Design aes_byte_host, sky130hd; sources not shown.
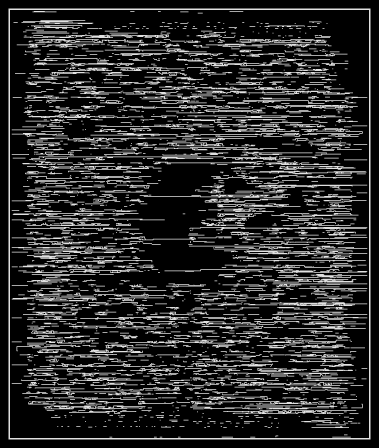
(run_1/m1.png)
longest straight run: 90.6 µm
nets with wire on the layer: 2137
share of all routed wire: 44%
main direction: horizontal
wire length on this layer: 24.0 mm
total wire length: 54900 µm
Vias: 15100
met1 global-route usage: 27.4%

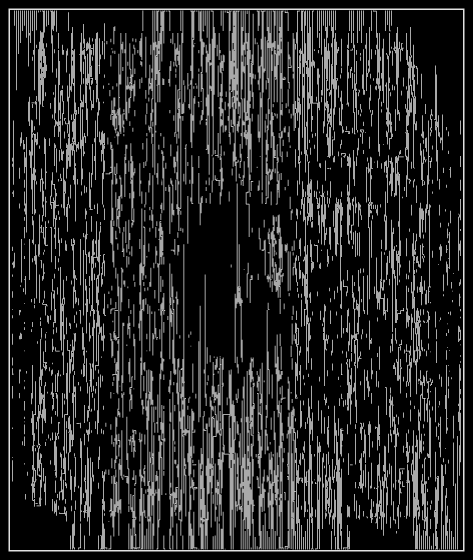
(run_1/m2.png)
main direction: vertical
nets with wire on the layer: 1940
grt met2 use: 32.6%

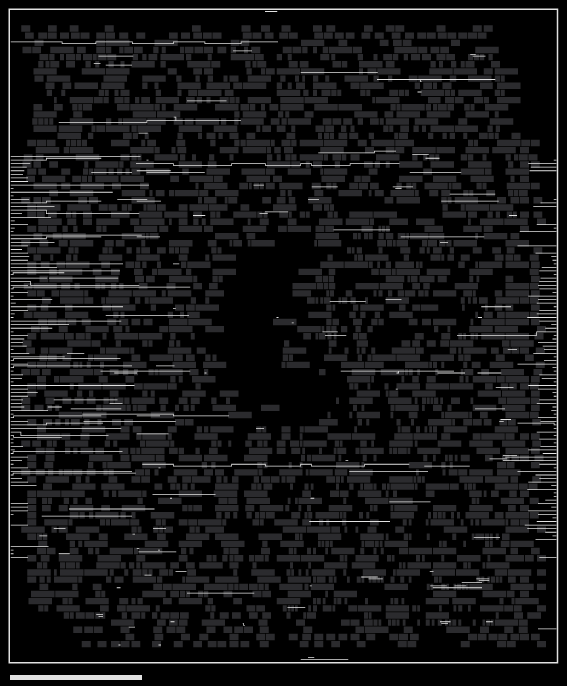
(run_1/m3.png)
Bar = 50 µm. Cells faint in the background.
share of all routed wire: 6.7%
main direction: horizontal
nets with wire on the layer: 258
GR Util met3: 5.89%

==> results.json, run 1 <==
{
  "powerComb_mw": 9.48,
  "highest_layer": "met5",
  "crit_family": "buffers and inverters",
  "warnings": 32,
  "cp_num_cells": 3,
  "nFillCells": 4316,
  "largest_cell_class": "registers",
  "grt_start_max_net_pins": 253,
  "register_area_um2": 10600,
  "synth_nets": 2073,
  "synth.distinct_cells": 47,
  "top_area_cell": "dfrtp_1",
  "buffers": 464,
  "relSlewSlack_pct": 29.2,
  "die_x_um": 208,
  "clk-power_mw": 5.34,
  "synthAdderAreaFrac_pct": 0.196,
  "grt_overflow_total": 0,
  "finalPower_mw": 23.5,
  "ys_top_cells_by_count": "dfrtp_1, a21oi_1, mux2i_1, a31oi_1, nand2_1",
  "wl_met2_um": 26000,
  "initCoreUtil_pct": 40.6,
  "grt_first_pass_wirelength_um": 84200,
  "synth_area_per_cell_um2": 10.6,
  "areaGrowthSynthToFinish_pct": 32.1,
  "die_h_um": 248,
  "power_frac_seq_pct": 36.9,
  "hold_viol_final": 0,
  "finalSetupViolations": 0,
  "stdcell_count": 2781,
  "fin_util_pct": 53.6,
  "outcome": "complete, no violations",
  "dpl.hpwl_um": 37700,
  "place_congestion": 0.794,
  "p_int_mw": 14.6,
  "ys_warn_count": 0,
  "logic_area_um2": 7660,
  "drc_errors": 0,
  "final_layout_top_logic_cells": "dfrtp_1, clkdlybuf4s50_1, a21oi_1",
  "clk_pin_slew_ns": 0.06,
  "chip_area_um2": 51500,
  "clockPowerShare_pct": 22.7,
  "drt-initial-drc-count": 1199,
  "combPwrFrac_pct": 40.3,
  "finalNetCount": 2400,
  "cts.root.buffer_cell": "clkbuf_16",
  "synthesis.area_um2": 19200,
  "worstSetupPathType": "reg2out",
  "ctsResizeCount": 0,
  "min_path_type": "in2async",
  "worst_pin_slew_ns": 1.06,
  "ant_nets": 0,
  "wl_per_cell_um": 19.7,
  "cts_setup_buffers": 0,
  "seq-cell-share_pct": 41.7,
  "peakVddDrop_mv": 0.712,
  "synth_flops": 422,
  "flops": 422,
  "xor_share_pct": 0,
  "drtPass1Iterations": 6,
  "setup_tns_ns": 0,
  "whs_ns": 0.178,
  "netlist.area_leader.share_pct": 55.1,
  "p_per_area_nw_per_um2": 929,
  "nClkBuffers": 69,
  "power.group.top": "combinational cells",
  "cp-end-kind": "output pin",
  "synth_top_cell_by_count": "dfrtp_1",
  "switching_power_mw": 8.94,
  "power.leakage_nw": 9.83,
  "flop_cell": "dfrtp_1",
  "ys_seq_share_pct": 55.1,
  "cpMaxStageDelayCell": "clkdlybuf4s50_1",
  "clock.latency.late_pin_ns": 0.57,
  "critPathMaxStageDelay_ns": 0.82,
  "drive_gt1_share_pct": 5.80,
  "wl_met3_um": 3700,
  "cp_max_fo": 12,
  "worst_slack_ns": 0.377,
  "path_cells": "inv_8 -> nand2_1 -> clkdlybuf4s50_1",
  "logic_family": "AND-OR/OR-AND gates",
  "dp_cells": 2703,
  "numPortBuffers": 416,
  "grt_setup_unrepaired": "no",
  "period_needed_ns": 2.62,
  "netlist_top_cells_area": "dfrtp_1, mux2i_1, a21oi_1",
  "antenna_cells": 1
}
==> run 2: changes to the inputs <==
--- a/config.mk
+++ b/config.mk
@@ -8,11 +8,12 @@
 export CELL_PAD_IN_SITES_DETAIL_PLACEMENT = 0
 export CELL_PAD_IN_SITES_GLOBAL_PLACEMENT = 1
 export CORE_ASPECT_RATIO = 1.2
-export CORE_MARGIN = 4
+export CORE_MARGIN = 5
 export CORE_UTILIZATION = 40
 export DETAILED_ROUTE_END_ITERATION = 6
 export HOLD_SLACK_MARGIN = 0.03
-export PLACE_DENSITY_LB_ADDON = 0.1
+export PLACE_DENSITY = 0.86
 export SYNTH_ARGS = -nofsm -noshare
 export SYNTH_HDL_FRONTEND = slang
+export SYNTH_HIERARCHICAL = 1
 export SYNTH_SLANG_ARGS = --single-unit
==> results.json, run 2 <==
{
  "stdcell_count": 3058,
  "register_area_um2": 10600,
  "synth.distinct_cells": 48,
  "grt_start_max_net_pins": 138,
  "drtPass1Iterations": 5,
  "ys_seq_share_pct": 52.9,
  "yosys_area_um2": 19900,
  "worst_pin_slew_ns": 0.702,
  "grt_setup_unrepaired": "no",
  "setup_tns_ns": 0,
  "highest_layer": "met5",
  "critPathMaxStageDelay_ns": 0.74,
  "cp-end-kind": "output pin",
  "cp_num_cells": 3,
  "nFillCells": 4346,
  "wl_met3_um": 3080,
  "netlist_top_cells_area": "dfrtp_1, mux2i_1, o21ai_1",
  "finalSetupViolations": 0,
  "logic_family": "multiplexers",
  "power.group.top": "combinational cells",
  "grt_overflow_total": 0,
  "dpl.hpwl_um": 39800,
  "period_needed_ns": 2.76,
  "dp_cells": 2970,
  "finalPower_mw": 31.2,
  "cp_max_fo": 12,
  "drive_gt1_share_pct": 5.63,
  "cpMaxStageDelayCell": "clkdlybuf4s50_1",
  "ys_warn_count": 6,
  "place_congestion": 0.814,
  "path_cells": "buf_4 -> or3_1 -> clkdlybuf4s50_1",
  "wl_met2_um": 26600,
  "worstSetupPathType": "reg2out",
  "grt_first_pass_wirelength_um": 85000,
  "chip_area_um2": 54400,
  "antenna_cells": 6,
  "flops": 422,
  "finalNetCount": 2653,
  "worst_slack_ns": 0.243,
  "relSlewSlack_pct": 53.0,
  "xor_share_pct": 0.0439,
  "clk_pin_slew_ns": 0.06,
  "hold_viol_final": 0,
  "drc_errors": 0,
  "ctsResizeCount": 0,
  "synthesis.area_um2": 19900,
  "die_h_um": 255,
  "cts.root.buffer_cell": "clkbuf_16",
  "use_met1_pct": 25.3,
  "ys_top_cells_by_count": "dfrtp_1, mux2i_1, nand2_1, o21ai_1, clkbuf_1",
  "numPortBuffers": 416,
  "p_int_mw": 18.0,
  "enable_flop_cells": 0,
  "largest_cell_class": "registers",
  "cts_setup_buffers": 0,
  "clockPowerShare_pct": 18.4,
  "synthAdderAreaFrac_pct": 0.188,
  "synth_area_per_cell_um2": 10.7,
  "netlist.area_leader.share_pct": 52.9,
  "powerComb_mw": 15.0,
  "outcome": "complete, no violations",
  "nClkBuffers": 68,
  "final_layout_top_logic_cells": "dfrtp_1, clkdlybuf4s50_1, mux2i_1",
  "synth_top_cell_by_count": "dfrtp_1",
  "clock.latency.late_pin_ns": 0.56,
  "die_x_um": 214,
  "ant_nets": 0,
  "power_frac_seq_pct": 33.7,
  "clk-power_mw": 5.74,
  "whs_ns": 0.172,
  "initCoreUtil_pct": 40.4,
  "power.leakage_nw": 11.1,
  "p_per_area_nw_per_um2": 1180,
  "combPwrFrac_pct": 47.9,
  "areaGrowthSynthToFinish_pct": 32.8,
  "crit_family": "buffers and inverters",
  "fin_util_pct": 53.7,
  "warnings": 32,
  "switching_power_mw": 13.3,
  "peakVddDrop_mv": 0.547
}
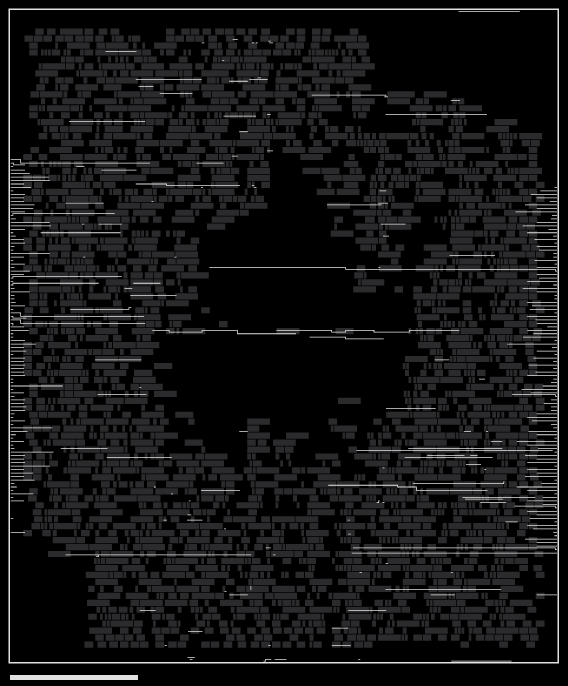
(run_2/m3.png)
Bar = 50 µm. Cells faint in the background.
longest straight run: 81.9 µm
wire length on this layer: 3080 µm
main direction: horizontal
total wire length: 54100 µm
GR Util met3: 3.89%
Vias: 14900

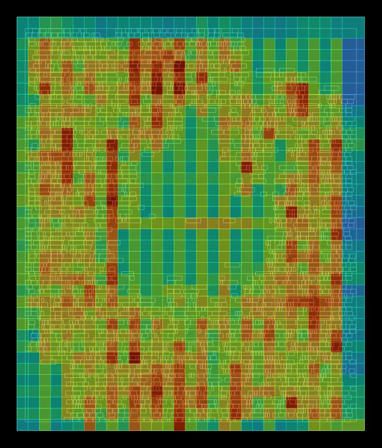
(run_2/congestion_map.png)
GRT Total Usage: 19.4%
grt met2 use: 32.4%
Avg WL per Cell: 17.7 µm
global routing's busiest layer: met2

